## src/rtl/store_monitor_pkg.sv

```systemverilog
// store_monitor_pkg: shared definitions for the store-bus monitor.
// Holds the verdict state encodings, default pass/allow constants, bus widths,
// the log-entry payload struct and the store classification helper.
package store_monitor_pkg;

    // Verdict state encodings (RUN is the reset state, the rest are terminal)
    localparam logic [1:0] ST_RUN     = 2'd0;
    localparam logic [1:0] ST_PASS    = 2'd1;
    localparam logic [1:0] ST_FAIL    = 2'd2;
    localparam logic [1:0] ST_TIMEOUT = 2'd3;

    // Default signature and scratch address used by the self-checking program
    localparam logic [31:0] DEF_PASS_ADDR  = 32'd84;
    localparam logic [31:0] DEF_PASS_DATA  = 32'd7;
    localparam logic [31:0] DEF_ALLOW_ADDR = 32'd80;

    localparam int unsigned DEF_TIMEOUT   = 1000;
    localparam int unsigned DEF_LOG_DEPTH = 8;

    localparam int unsigned ADDR_W  = 32;
    localparam int unsigned DATA_W  = 32;
    localparam int unsigned LOG_W   = ADDR_W + DATA_W;
    localparam int unsigned COUNT_W = 16;

    // One logged store
    typedef struct packed {
        logic [ADDR_W-1:0] addr;
        logic [DATA_W-1:0] data;
    } log_entry_t;

    // Verdict implied by a single store seen while running
    function automatic logic [1:0] classify_store(
        input logic [ADDR_W-1:0] addr,
        input logic [DATA_W-1:0] data,
        input logic [ADDR_W-1:0] pass_addr,
        input logic [DATA_W-1:0] pass_data,
        input logic [ADDR_W-1:0] allow_addr
    );
        if ((addr == pass_addr) && (data == pass_data)) begin
            return ST_PASS;
        end
        if (addr != allow_addr) begin
            return ST_FAIL;
        end
        return ST_RUN;
    endfunction

endpackage

```

## src/rtl/store_monitor_sync_fifo.sv

```systemverilog
// sync_fifo: single-clock first-word-fall-through FIFO.
// Ports:
//   clk, reset       - clock, synchronous active-high reset (empties the FIFO)
//   i_push, i_din    - write strobe and data; ignored when full unless a pop
//                      happens on the same edge
//   i_pop            - read strobe; ignored when empty
//   o_dout           - head entry, forced to 0 while empty
//   o_full, o_empty  - occupancy flags
module sync_fifo #(
    parameter int unsigned WIDTH = 64,
    parameter int unsigned DEPTH = 8
) (
    input  logic             clk,
    input  logic             reset,
    input  logic             i_push,
    input  logic             i_pop,
    input  logic [WIDTH-1:0] i_din,
    output logic [WIDTH-1:0] o_dout,
    output logic             o_full,
    output logic             o_empty
);

    localparam int unsigned AW = $clog2(DEPTH);
    localparam int unsigned PW = AW + 1;

    logic [WIDTH-1:0] r_mem [DEPTH];
    logic [PW-1:0]    r_wr_ptr;
    logic [PW-1:0]    r_rd_ptr;
    logic             w_do_push;
    logic             w_do_pop;

    // Extra pointer bit distinguishes full from empty when the indices match
    assign o_empty = (r_wr_ptr == r_rd_ptr);
    assign o_full  = (r_wr_ptr[AW] != r_rd_ptr[AW]) &&
                     (r_wr_ptr[AW-1:0] == r_rd_ptr[AW-1:0]);

    // A pop frees the slot the coincident push needs, so full+pop+push is legal
    assign w_do_pop  = i_pop & ~o_empty;
    assign w_do_push = i_push & (~o_full | w_do_pop);

    // Pointer update
    always_ff @(posedge clk) begin
        if (reset) begin
            r_wr_ptr <= '0;
            r_rd_ptr <= '0;
        end else begin
            if (w_do_push) begin
                r_wr_ptr <= r_wr_ptr + PW'(1);
            end
            if (w_do_pop) begin
                r_rd_ptr <= r_rd_ptr + PW'(1);
            end
        end
    end

    // Storage; contents are don't-care while empty so no reset is needed
    always_ff @(posedge clk) begin
        if (w_do_push) begin
            r_mem[r_wr_ptr[AW-1:0]] <= i_din;
        end
    end

    // Fall-through head
    assign o_dout = o_empty ? '0 : r_mem[r_rd_ptr[AW-1:0]];

endmodule

```

## src/rtl/store_monitor.sv

```systemverilog
// store_monitor: watches the data-memory write port of the single-cycle core,
// classifies each store against a pass signature and a scratch address, holds
// a sticky pass/fail/timeout verdict and logs stores into a FWFT FIFO.
// Ports:
//   clk, reset                    - clock, synchronous active-high reset
//   memwrite, dataadr, writedata  - store bus from the core
//   done, pass, fail, timeout     - verdict flags (done = any terminal state)
//   store_count                   - saturating count of stores seen while running
//   log_valid, log_ready          - log read handshake (pop on valid & ready)
//   log_addr, log_data            - head entry, 0 while the log is empty
//   log_overflow                  - sticky, a store was dropped on a full log
module store_monitor
    import store_monitor_pkg::*;
#(
    parameter logic [31:0] PASS_ADDR  = DEF_PASS_ADDR,
    parameter logic [31:0] PASS_DATA  = DEF_PASS_DATA,
    parameter logic [31:0] ALLOW_ADDR = DEF_ALLOW_ADDR,
    parameter int unsigned TIMEOUT    = DEF_TIMEOUT,
    parameter int unsigned LOG_DEPTH  = DEF_LOG_DEPTH
) (
    input  logic                clk,
    input  logic                reset,
    input  logic                memwrite,
    input  logic [ADDR_W-1:0]   dataadr,
    input  logic [DATA_W-1:0]   writedata,
    output logic                done,
    output logic                pass,
    output logic                fail,
    output logic                timeout,
    output logic [COUNT_W-1:0]  store_count,
    output logic                log_valid,
    input  logic                log_ready,
    output logic [ADDR_W-1:0]   log_addr,
    output logic [DATA_W-1:0]   log_data,
    output logic                log_overflow
);

    localparam int unsigned        TMR_W    = $clog2(TIMEOUT);
    localparam logic [TMR_W-1:0]   TMR_LAST = TMR_W'(TIMEOUT - 1);
    localparam logic [COUNT_W-1:0] CNT_MAX  = '1;

    logic [1:0]         r_state;
    logic [1:0]         w_state_nxt;
    logic [TMR_W-1:0]   r_tmr;
    logic [TMR_W-1:0]   w_tmr_nxt;
    logic [COUNT_W-1:0] r_store_count;
    logic               r_log_overflow;

    logic               w_run;
    logic               w_store;
    logic               w_drop;
    logic               w_fifo_full;
    logic               w_fifo_empty;
    log_entry_t         w_push_entry;
    log_entry_t         w_head;

    assign w_run        = (r_state == ST_RUN);
    assign w_store      = w_run & memwrite;
    assign w_push_entry = '{addr: dataadr, data: writedata};

    // A full log only loses the store if the consumer is not popping this edge
    assign w_drop = w_store & w_fifo_full & ~log_ready;

    // Verdict state and timeout counter registers
    always_ff @(posedge clk) begin
        if (reset) begin
            r_state <= ST_RUN;
            r_tmr   <= '0;
        end else begin
            r_state <= w_state_nxt;
            r_tmr   <= w_tmr_nxt;
        end
    end

    // Next verdict: a store on the limit edge is classified instead of timing out.
    // The counter parks at its last value so a later idle edge still times out.
    always_comb begin
        w_state_nxt = r_state;
        w_tmr_nxt   = r_tmr;
        case (r_state)
            ST_RUN: begin
                if (r_tmr != TMR_LAST) begin
                    w_tmr_nxt = r_tmr + TMR_W'(1);
                end
                if (memwrite) begin
                    w_state_nxt = classify_store(dataadr, writedata,
                                                 PASS_ADDR, PASS_DATA, ALLOW_ADDR);
                end else if (r_tmr == TMR_LAST) begin
                    w_state_nxt = ST_TIMEOUT;
                end
            end
            default: begin
                w_state_nxt = r_state;
            end
        endcase
    end

    // Saturating store counter
    always_ff @(posedge clk) begin
        if (reset) begin
            r_store_count <= '0;
        end else if (w_store && (r_store_count != CNT_MAX)) begin
            r_store_count <= r_store_count + COUNT_W'(1);
        end
    end

    // Sticky overflow flag
    always_ff @(posedge clk) begin
        if (reset) begin
            r_log_overflow <= 1'b0;
        end else if (w_drop) begin
            r_log_overflow <= 1'b1;
        end
    end

    sync_fifo #(
        .WIDTH (LOG_W),
        .DEPTH (LOG_DEPTH)
    ) u_log_fifo (
        .clk     (clk),
        .reset   (reset),
        .i_push  (w_store),
        .i_pop   (log_ready),
        .i_din   (w_push_entry),
        .o_dout  (w_head),
        .o_full  (w_fifo_full),
        .o_empty (w_fifo_empty)
    );

    // Outputs decode directly from registered state
    assign pass         = (r_state == ST_PASS);
    assign fail         = (r_state == ST_FAIL);
    assign timeout      = (r_state == ST_TIMEOUT);
    assign done         = ~w_run;
    assign store_count  = r_store_count;
    assign log_overflow = r_log_overflow;
    assign log_valid    = ~w_fifo_empty;
    assign log_addr     = w_head.addr;
    assign log_data     = w_head.data;

endmodule
```

## config.mk

```make
export PLATFORM = sky130hd
export DESIGN_NAME = store_monitor
export DESIGN_NICKNAME = d
export VERILOG_FILES = /design/src/rtl/store_monitor_pkg.sv /design/src/rtl/store_monitor_sync_fifo.sv /design/src/rtl/store_monitor.sv
export SDC_FILE = /design/constraint.sdc
export NUM_CORES = 1
export LEC_CHECK = 0
export ABC_AREA = 0
export CORE_ASPECT_RATIO = 0.7
export CORE_UTILIZATION = 35
export CTS_CLUSTER_SIZE = 12
export DETAILED_ROUTE_END_ITERATION = 10
export GPL_TIMING_DRIVEN = 1
export MAX_ROUTING_LAYER = met4
export SLEW_MARGIN = 30
export SYNTH_ARGS = -nofsm -noshare
export SYNTH_HDL_FRONTEND = slang
export SYNTH_SLANG_ARGS = --single-unit
```

## constraint.sdc

```tcl
create_clock -name clk -period 10.9 [get_ports clk]
set_input_delay 1.635 -clock clk [delete_from_list [all_inputs] [get_ports clk]]
set_output_delay 1.635 -clock clk [all_outputs]
set_load 0.1 [all_outputs]
```

==> job_summary.md, run 1 <==
## PnR job results

| Metric | Value |
|---|---|
| Status | `finished, final reports clean` |
| Flop share of the area | `0.633` |
| Setup crit start kind | `flop` |
| Worst min path class | `reg2reg` |
| Crit path buf inv count | `3` |
| Vias in the first global route | `11012` |
| # fillers | `~5300` |
| CP max stage delay | `0.99 ns` |
| YS chip area | `approximately 21000 sq um` |
| GRT overflow | `0` |
| Multi-input combinational area share | `0.198` |
| Total Power | `around 5.6 mW` |
| I/O pin count | `154` |
| Tool Warnings | `26` |
| Switching power | `1.88 mW` |
| MI comb area | `5070 sq um` |
| CTS Buf Count | `55` |
| Mapped Cells | `1052` |
| Max-cap violations | `0` |
| Power Sequential | `2.42 mW` |
| Part of the power in registers | `0.430` |
| # nets final | `1308` |
| Routed Antenna Nets | `0` |
| Reg2Reg Depth | `5` |
| Worst hold margin | `0.506 ns` |
| Share of cells above drive strength 1 | `0.197` |
| Dominant combinational family | `multiplexers` |
| Via count | `10464` |
| Post-synth EDFFs | `a little over 500` |
| Clock slew at reported path FFs | `0.06 ns` |
| Syn nets | `1124` |
| Setup ws final | `5.10 ns` |
| Crit Path Max Fanout | `38` |
| Cell area after layout | `25600 sq um` |
| Post-CTS Setup Bufs | `0` |
| Post-route clock period utilization | `0.532` |
| Max Root-Sink Buffers | `3` |
| Tapcell count | `slightly above 800` |
| Mean post-synth cell area | `20.4 sq um` |
| Reg2reg setup slack | `7.93 ns` |
| Registers | `552` |
| Layout area overhead | `19.4%` |
| FMAX | `172 MHz` |
| Switch share | `0.335` |
| Post-synth top flop | `edfxtp_1` |
| Max VDD drop | `149 uV` |
| Share of flip-flops with an asynchronous set or reset | `0` |
| Slew HR | `0.333` |
| Clk sinks | `552` |
| Top cell area share | `0.718` |
## run 1: cell usage in the layout, fill, tap and decap left out, drive strengths merged, types with 4 or more instances in the layout
cell type / netlist / final
nor4: 17 / 17
xor2: 10 / 10
nor3: 9 / 9
diode: 0 / 4
clkdlybuf4s50: 0 / 147
dfxtp: 40 / 40
xnor2: 17 / 17
or3: 5 / 5
nand2: 15 / 15
nor4bb: 4 / 4
mux2i: 68 / 68
inv: 5 / 6
o21ai: 6 / 6
ha: 4 / 4
nand4: 8 / 8
mux4: 128 / 128
and4: 4 / 4
and3: 5 / 5
nor2: 100 / 100
clkinv: 0 / 11
a21oi: 11 / 11
buf: 29 / 28
nand3: 11 / 11
clkbuf: 20 / 71
edfxtp: 512 / 512
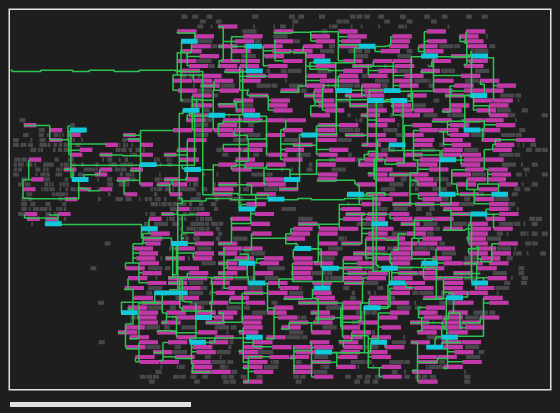
(run_1/clock_wires.png)
Scale bar: 100 um.
[flip-flops] magenta | count: 552
[clock wires] green | length: 6550 um
[clock-net drivers] cyan | count: 55
routed clock nets: 56
clock network power share: 0.299
Latency at later pin: 0.61 ns
clk pwr: 1.68 mW
Post-Route Skew: 0.0252 ns

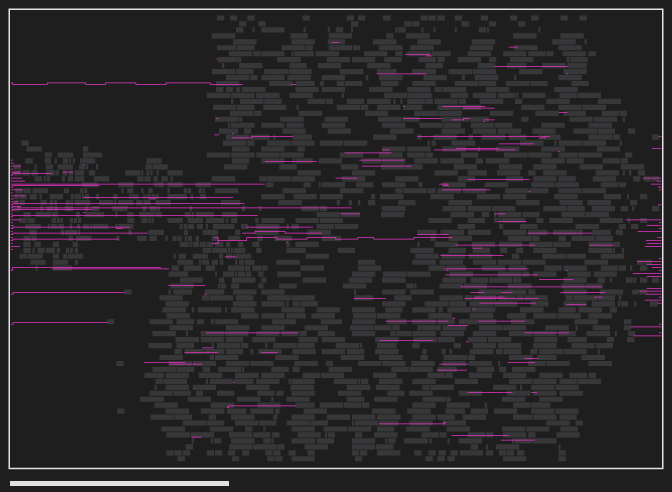
(run_1/m3.png)
Scale bar: 100 um. Cells faint in the background.
main direction: horizontal
longest straight run: 152 um
nets with wire on the layer: 111
share of all routed wire: 6.2%
wire length on this layer: 2900 um

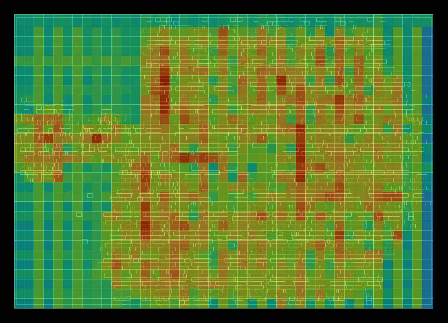
(run_1/congestion_map.png)
met2 Track Usage GR: 0.229
met3 usage: 0.0365

==> run 1 -> run 2 <==
clock period = 4.9 ns   (was 10.9 ns; I/O delays follow)
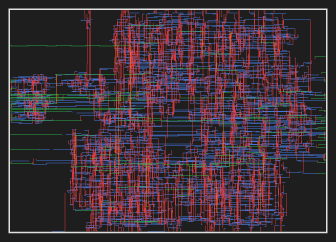
(run_2/layers.png)
| layer | colour | wire length |
|---|---|---|
| M4 | orange | 652 um |
| M3 | green | 2760 um |
| M2 | red | 21.5 mm |
| M1 | blue | 21.9 mm |

==> job_summary.md, run 2 <==
## PnR job results

| Metric | Value |
|---|---|
| Met3 usage | `0.0346 (was 0.0365)` |
| Via count | `10570 (was 10464)` |
| Power Sequential | `5.36 mW (was 2.42 mW)` |
| Tool Warnings | `27 (was 26)` |
| Post-CTS Setup Bufs | `0 (unchanged)` |
| # nets final | `1316 (was 1308)` |
| Routed Antenna Nets | `0 (unchanged)` |
| Crit path buf inv count | `3 (unchanged)` |
| Share of cells above drive strength 1 | `0.196 (was 0.197)` |
| # fillers | `5247 (was 5261)` |
| Clock slew at reported path FFs | `0.06 ns (about the same)` |
| Part of the power in registers | `0.431 (was 0.430)` |
| Post-Route Skew | `0.0243 ns (was 0.0252 ns)` |
| Max Root-Sink Buffers | `3 (unchanged)` |
| CTS Buf Count | `54 (was 55)` |
| Dominant combinational family | `multiplexers (unchanged)` |
| Switch share | `0.330 (was 0.335)` |
| Status | `finished, final reports clean (unchanged)` |
| I/O pin count | `154 (unchanged)` |
| Post-synth top flop | `edfxtp_1 (unchanged)` |
| Clock network power share | `0.298 (was 0.299)` |
| Slew HR | `0.333 (about the same)` |
| Mapped Cells | `1052 (unchanged)` |
| Setup crit start kind | `flop (unchanged)` |
| Clk sinks | `552 (unchanged)` |
| Max-cap violations | `0 (unchanged)` |
| Top cell excl fill/tap | `edfxtp_1 (unchanged)` |
| Most numerous logic cells after layout | `edfxtp_1 (512), clkdlybuf4s50_1 (149), mux4_2 (128) (was edfxtp_1 (512), clkdlybuf4s50_1 (147), mux4_2 (128))` |
| Worst min path class | `reg2reg (unchanged)` |
| GRT overflow | `0 (unchanged)` |
| Post-synth EDFFs | `512 (unchanged)` |
## run 2: cell counts after synthesis
No cell type changed its count.
## run 2: final cells by class
type,instances,area share
timing repair buffer,185,0.0711
antenna,6,0.000585
multi-input combinational,446,0.198
clock inverter,15,0.00521
tap,808,0.0394
clock buffer,65,0.0542
sequential,552,0.630
inverter,5,0.000731
## run 2: metrics by stage
step	std cells	hold WS (ns)	util	total power, mW	worst slack [ns]
floorplan	1052	0.471	-	8.03	-1.96
global placement	1996	0.485	0.401	8.89	1.07
detailed placement	1996	0.461	0.401	8.90	1.07
CTS	2076	0.475	0.426	12.6	0.425
global route	2082	0.526	0.426	12.9	0.302
finish	2082	0.476	0.426	12.5	0.525
==> run 2 -> run 3 <==
CORE_ASPECT_RATIO = unset   (was 0.7)
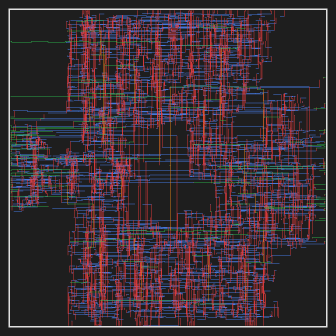
(run_3/layers.png)
| layer | colour | wire length |
|---|---|---|
| M2 | red | 22.2 mm |
| M4 | orange | 804 um |
| M3 | green | 2530 um |
| M1 | blue | 20.7 mm |

==> job_summary.md, run 3 <==
## PnR job results

| Metric | Value |
|---|---|
| Dominant combinational family | `multiplexers (unchanged)` |
| MI comb area | `5090 sq um (unchanged)` |
| # nets final | `1314 (was 1316)` |
| Crit path buf inv count | `2 (was 3)` |
| Tool Warnings | `27 (unchanged)` |
| Via count | `10538 (was 10570)` |
| # diodes | `5 (was 6)` |
| Registers | `552 (unchanged)` |
| Non-clock buffer share | `0.0713 (was 0.0711)` |
| Max Root-Sink Buffers | `3 (unchanged)` |
| Post-synth top flop | `edfxtp_1 (unchanged)` |
| Crit Path Max Fanout | `38 (was 27)` |
| Multi-input combinational area share | `0.197 (was 0.198)` |
| FMAX | `226 MHz (was 229 MHz)` |
| Flop share of the area | `0.626 (was 0.630)` |
| Syn nets | `1124 (unchanged)` |
| GRT overflow | `0 (unchanged)` |
| Clk sinks | `552 (unchanged)` |
| Reg2Reg Depth | `5 (was 6)` |
| Post-route clock period utilization | `0.901 (was 0.893)` |
| Max-cap violations | `0 (unchanged)` |
| Non-clock buffers | `180 (was 185)` |
| CTS Buf Count | `57 (was 54)` |
| Top cell area share | `0.718 (unchanged)` |
| Share of flip-flops with an asynchronous set or reset | `0 (unchanged)` |
| Status | `finished, final reports clean (unchanged)` |
| Total Power | `12.8 mW (was 12.5 mW)` |
| Worst min path class | `reg2reg (unchanged)` |
| Post-Route Skew | `0.0150 ns (was 0.0243 ns)` |
| Top cell excl fill/tap | `edfxtp_1 (unchanged)` |
| Max VDD drop | `285 uV (was 261 uV)` |
| Routed Antenna Nets | `0 (unchanged)` |
| Met3 usage | `0.0374 (was 0.0346)` |
| Clock-cell share of area | `0.0669 (was 0.0594)` |
| # fillers | `5186 (was 5247)` |
| I/O pin count | `154 (unchanged)` |
| Mean post-synth cell area | `20.4 sq um (unchanged)` |
==> run 3: report_power, final <==
part           internal [mW]  switching, mW
clock network           2.32           1.70
registers               5.27         0.0798
logic                   1.03           2.38
==> run 3: stage by stage <==
step / hold slack, ns / util / setup TNS [ns]
floorplan: 0.471 / - / -449.93
global route: 0.534 / 0.428 / 0
finish: 0.509 / 0.428 / 0
detailed placement: 0.495 / 0.399 / 0
CTS: 0.513 / 0.428 / 0
global placement: 0.482 / 0.399 / 0
==> run 3: final timing paths <==
kind | startpoint | to | slack [ns]
worst max-delay path | u_log_fifo.r_wr_ptr[0] | log_addr[14] | 0.48
worst min-delay path | r_tmr[8] | r_tmr[8] | 0.51
worst max register to register | r_state[1] | u_log_fifo.r_mem[6][28] | 1.97
worst min register to register | r_tmr[8] | r_tmr[8] | 0.51
No activity file was given, so power comes from the tool's default toggle rates.
